`config.mk`:
```
export PLATFORM = sky130hd
export DESIGN_NAME = rand_event_ctrl
export DESIGN_NICKNAME = d
export VERILOG_FILES = /design/src/rtl/rand_event_ctrl.sv
export SDC_FILE = /design/constraint.sdc
export NUM_CORES = 1
export LEC_CHECK = 0
export CORE_MARGIN = 2
export CORE_UTILIZATION = 50
export CTS_CLUSTER_SIZE = 16
export DETAILED_ROUTE_END_ITERATION = 6
export PLACE_DENSITY = 0.73
export SETUP_SLACK_MARGIN = 0.02
export SYNTH_ARGS = -nofsm -noshare
export SYNTH_HDL_FRONTEND = slang
export SYNTH_SLANG_ARGS = --single-unit
```
`constraint.sdc`:
```
create_clock -name clk -period 2.8 [get_ports clk]
set_input_delay 0.42 -clock clk [delete_from_list [all_inputs] [get_ports clk]]
set_output_delay 0.42 -clock clk [all_outputs]
set_load 0.01 [all_outputs]
```
`src/rtl/rand_event_ctrl.sv`:
```
// Random-event scheduler: a free-running prescaler tick steps an LFSR, and each round waits
// MIN_WAIT+rnd[4:0] ticks, raises evt, then times ack (hit/miss/early, reaction in ticks).
module rand_event_ctrl #(
  parameter int PRESCALE = 50000,
  parameter int MIN_WAIT = 4,
  parameter int TIMEOUT  = 64
) (
  input  logic       clk,
  input  logic       rst,
  input  logic       start,
  input  logic       ack,
  output logic       tick,
  output logic [9:0] rnd,
  output logic       evt,   // "event" is a reserved word in SystemVerilog
  output logic       busy,
  output logic       hit,
  output logic       miss,
  output logic       early,
  output logic [7:0] react
);

  localparam int PW = (PRESCALE > 1) ? $clog2(PRESCALE) : 1;
  localparam int WW = $clog2(MIN_WAIT + 32) + 1;

  typedef enum logic [1:0] {S_IDLE, S_WAIT, S_ARMED} state_t;

  state_t        state, state_nxt;
  logic [PW-1:0] pcnt;
  logic [WW-1:0] wcnt, wcnt_nxt;
  logic [7:0]    react_nxt, react_inc;
  logic          hit_nxt, miss_nxt, early_nxt;

  assign tick = (pcnt == PW'(PRESCALE - 1));

  always_ff @(posedge clk) begin
    if (rst) begin
      pcnt <= '0;
    end else if (tick) begin
      pcnt <= '0;
    end else begin
      pcnt <= pcnt + PW'(1);
    end
  end

  // Taps 0 and 3 give the maximal 1023-state sequence; zero is unreachable from 1.
  always_ff @(posedge clk) begin
    if (rst) begin
      rnd <= 10'd1;
    end else if (tick) begin
      rnd <= {rnd[0] ^ rnd[3], rnd[9:1]};
    end
  end

  assign react_inc = react + 8'd1;

  always_comb begin
    state_nxt = state;
    wcnt_nxt  = wcnt;
    react_nxt = react;
    hit_nxt   = 1'b0;
    miss_nxt  = 1'b0;
    early_nxt = 1'b0;
    case (state)
      S_IDLE: begin
        if (start) begin
          wcnt_nxt  = WW'(MIN_WAIT) + WW'(rnd[4:0]);
          state_nxt = S_WAIT;
        end
      end
      S_WAIT: begin
        if (ack) begin
          early_nxt = 1'b1;
          state_nxt = S_IDLE;
        end else if (tick) begin
          if (wcnt == WW'(1)) begin
            react_nxt = 8'd0;
            state_nxt = S_ARMED;
          end else begin
            wcnt_nxt = wcnt - WW'(1);
          end
        end
      end
      S_ARMED: begin
        if (ack) begin
          hit_nxt   = 1'b1;
          state_nxt = S_IDLE;
        end else if (tick) begin
          react_nxt = react_inc;
          if (react_inc == 8'(TIMEOUT)) begin
            miss_nxt  = 1'b1;
            state_nxt = S_IDLE;
          end
        end
      end
      default: state_nxt = S_IDLE;
    endcase
  end

  always_ff @(posedge clk) begin
    if (rst) begin
      state <= S_IDLE;
      wcnt  <= '0;
      react <= 8'd0;
      hit   <= 1'b0;
      miss  <= 1'b0;
      early <= 1'b0;
    end else begin
      state <= state_nxt;
      wcnt  <= wcnt_nxt;
      react <= react_nxt;
      hit   <= hit_nxt;
      miss  <= miss_nxt;
      early <= early_nxt;
    end
  end

  assign busy = (state != S_IDLE);
  assign evt  = (state == S_ARMED);

endmodule

```
### M2 wires

Bar = 20 um.
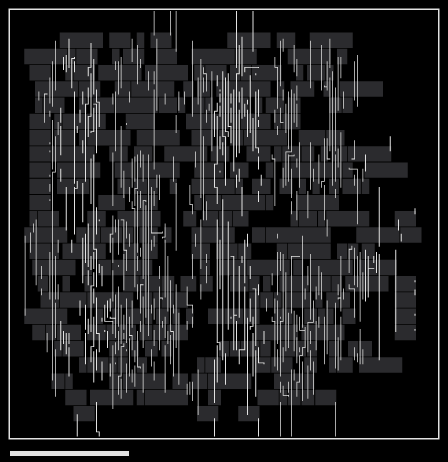
- share of all routed wire: 45%
- longest straight run: 34.9 um
- main direction: vertical

### Met1 routing

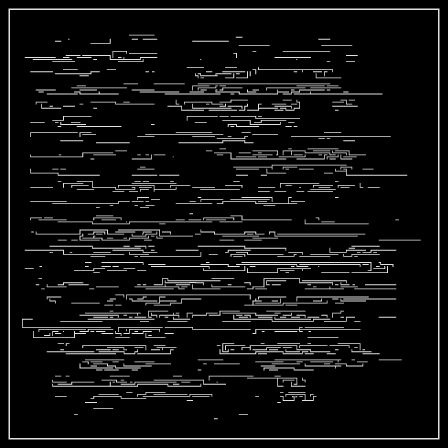
- main direction: horizontal
- wire length on this layer: 2380 um
- nets with wire on the layer: 275
- longest straight run: 22.1 um
- share of all routed wire: 48%

==> flow_summary.json <==
{
  "clock.latency.late_pin_ns": 0.30,
  "hold_path_depth": 1,
  "enable_flop_cells": 0,
  "ys_seq_elements": 46,
  "cts_inserted_buffers": 5,
  "worst_path_largest_cell_delay_ns": 0.63,
  "placed_cells": 344,
  "final_cell_count_no_fill": 352,
  "place.detailed.hpwl_um": 3440,
  "clock_pin_slew_on_the_worst_setup_and_hold_paths_ns": 0.09,
  "power.static_leakage_uw": 0.000919,
  "grt_start_max_net_pins": 21,
  "p_sw_uw": 295,
  "ys_sh_mux_pct": 5.24,
  "comb_area_sq_um": 1290,
  "detailed_route_wl_um": 4920,
  "worst_setup_path_start_kind": "flop",
  "design_area_sq_um": 2720,
  "ys_dominant_reg_cell": "sky130_fd_sc_hd__dfxtp_1",
  "power.clock.total_uw": 495,
  "worst_hold_path_class": "reg2reg",
  "worstPathBufferInverterCount": 1,
  "clk_root_buffer_cell": "sky130_fd_sc_hd__clkbuf_8",
  "avgSynthCellArea_sq_um": 8.43,
  "critical_path.max_fanout": 3,
  "cp_top_family": "buffers and inverters",
  "adder_share_pct": 2.73,
  "xor_and_xnor_fraction_of_the_mapped_netlist_area_pct": 5.35,
  "final.fill_count": 396,
  "startpoint_of_the_most_critical_register_to_register_path": "wcnt[0]",
  "design.portCount": 28,
  "worstReg2RegEnd": "wcnt[3]",
  "initCoreUtil_pct": 52.3,
  "powerDensity_nw_per_um2": 465,
  "drive_gt1_share_pct": 6.33,
  "fmax_mhz": 392,
  "final.min_clock_period_ns": 2.55,
  "tritoncts_num_sinks": 46,
  "tritoncts_clock_tree": "yes",
  "firstDrtPassIters": 4,
  "clockBufferDepth": 2,
  "outcome": "finished clean",
  "vertical_die_dimension_um": 71.7,
  "final_max_slew_viol_count": 0,
  "synth.lib_cells_used.distinct": 52,
  "grt_pass1_vias": 1878,
  "most_heavily_used_metal_layer_in_global_routing": "met2",
  "synth-warning-count": 0,
  "p_int_uw": 971,
  "number_of_logged_tool_warnings": 27,
  "final_net_count": 308,
  "power_leader": "registers",
  "hp-start": "pcnt[0]",
  "p_clk_share_pct": 39.1,
  "max-slew-margin-rel_pct": 55.4,
  "postPlaceCellArea_sq_um": 2610,
  "fp.dieArea_sq_um": 5140,
  "grt_util_met1_pct": 27.1,
  "post_synth_main_logic_family": "simple AND/OR/NAND/NOR gates",
  "timing.reg2reg.setup_slack_ns": 0.42,
  "drt-initial-drc-count": 147,
  "yosys-stat-area_sq_um": 2290,
  "critical_path_class": "reg2out",
  "sw_frac_of_total_pct": 23.3,
  "track_usage_pct": 20.0,
  "setup_tns_ns": 0,
  "hold_path_sink": "pcnt[0]",
  "area.growth.synth_to_final_pct": 18.7,
  "ctsResizeCount": 0,
  "chipWidth_um": 71.7,
  "ys_cells": 272,
  "syn-num-nets": 281,
  "detail-route-antenna-nets": 0,
  "whs_ns": 0.459,
  "route.detailed.drc": 0,
  "worstSetupEndpointType": "output pin",
  "holdBufCountCts": 0,
  "timing.critical_path.cells": "ha_1 > nand3_1 > nor4_4 > clkdlybuf4s50_1",
  "vdd_drop_max_mv": 0.316,
  "met3_usage_grt_pct": 5.34,
  "share_seq_of_total_power_pct": 53.3,
  "number_of_antenna_violations_at_the_first_check_in_global_routing": 0,
  "grt_pass1_wl_um": 8280
}
## per-layer routing
layer	vias up	part of all wire, %
li1	1016	-
met1	933	48
met2	58	45
met3	12	4.9
met4	0	1.6
met5	-	0
## flip-flops by register name, indices dropped and copies added, names as in the netlist
name   count
miss       1
state      2
wcnt       7
pcnt      16
rnd       10
early      1
react      8
hit        1
## worst max path at each step
stage	startpoint	end	slack, ns	depth (start not counted)
CTS	pcnt[0]	tick	0.24	4
floorplan	pcnt[13]	react[4]	0.81	6
global route	pcnt[0]	tick	0.17	4
detailed placement	pcnt[0]	react[4]	0.54	7
global placement	pcnt[13]	react[7]	0.60	6
finish	pcnt[0]	tick	0.25	4
## cell type report
type                       instances  area share, %
inverter                           6          0.828
sequential                        46           33.8
clock buffer                       6           2.67
tap                               52           2.39
clock inverter                     2           1.38
multi-input combinational        208           47.6
timing repair buffer              32           11.3
## Yosys cell counts (3+ instances only)
cell type                  instances  area, sq um
sky130_fd_sc_hd__or2_2             3         18.8
sky130_fd_sc_hd__nor3_1            5         25.0
sky130_fd_sc_hd__a211o_1           4         35.0
sky130_fd_sc_hd__o21ai_0           9         45.0
sky130_fd_sc_hd__dfxtp_1          46          921
sky130_fd_sc_hd__a21oi_1          19         95.1
sky130_fd_sc_hd__ha_1              5         62.6
sky130_fd_sc_hd__nand3_1          11         55.1
sky130_fd_sc_hd__inv_1             5         18.8
sky130_fd_sc_hd__nor2_1           41          154
sky130_fd_sc_hd__nor4_1            3         18.8
sky130_fd_sc_hd__nand2_1          19         71.3
sky130_fd_sc_hd__xor2_1            8         70.1
sky130_fd_sc_hd__nor2b_1           6         37.5
sky130_fd_sc_hd__mux2i_1          12          120
sky130_fd_sc_hd__nand2b_1          7         43.8
sky130_fd_sc_hd__o21ai_1           3         15.0
sky130_fd_sc_hd__a211oi_1          3         22.5
sky130_fd_sc_hd__nand4_1           6         37.5
sky130_fd_sc_hd__clkbuf_1          8         30.0
sky130_fd_sc_hd__or3_1             6         37.5
sky130_fd_sc_hd__xnor2_1           6         52.6
sky130_fd_sc_hd__and2_1            4         25.0
## placed cells by master (no fill, tap or decap), types with 5 or more instances in the layout
cell type                         count
sky130_fd_sc_hd__nor2_1              41
sky130_fd_sc_hd__nand3_1             11
sky130_fd_sc_hd__a21oi_1             19
sky130_fd_sc_hd__ha_1                 5
sky130_fd_sc_hd__clkdlybuf4s50_1     27
sky130_fd_sc_hd__o21ai_0              9
sky130_fd_sc_hd__nand2_1             19
sky130_fd_sc_hd__clkbuf_8             5
sky130_fd_sc_hd__nor3_1               5
sky130_fd_sc_hd__nor2b_1              6
sky130_fd_sc_hd__or3_1                6
sky130_fd_sc_hd__nand2b_1             7
sky130_fd_sc_hd__mux2i_1             12
sky130_fd_sc_hd__inv_1                5
sky130_fd_sc_hd__buf_4                5
sky130_fd_sc_hd__xor2_1               8
sky130_fd_sc_hd__xnor2_1              6
sky130_fd_sc_hd__nand4_1              6
sky130_fd_sc_hd__dfxtp_1             46
## stage by stage
stage          setup slack [ns]  utilization, %
6_report                  0.252            62.1
3_5_place_dp              0.536            59.6
3_3_place_gp              0.605            59.6
5_1_grt                   0.169            62.1
4_1_cts                   0.239            62.1
2_1_floorplan             0.807               -
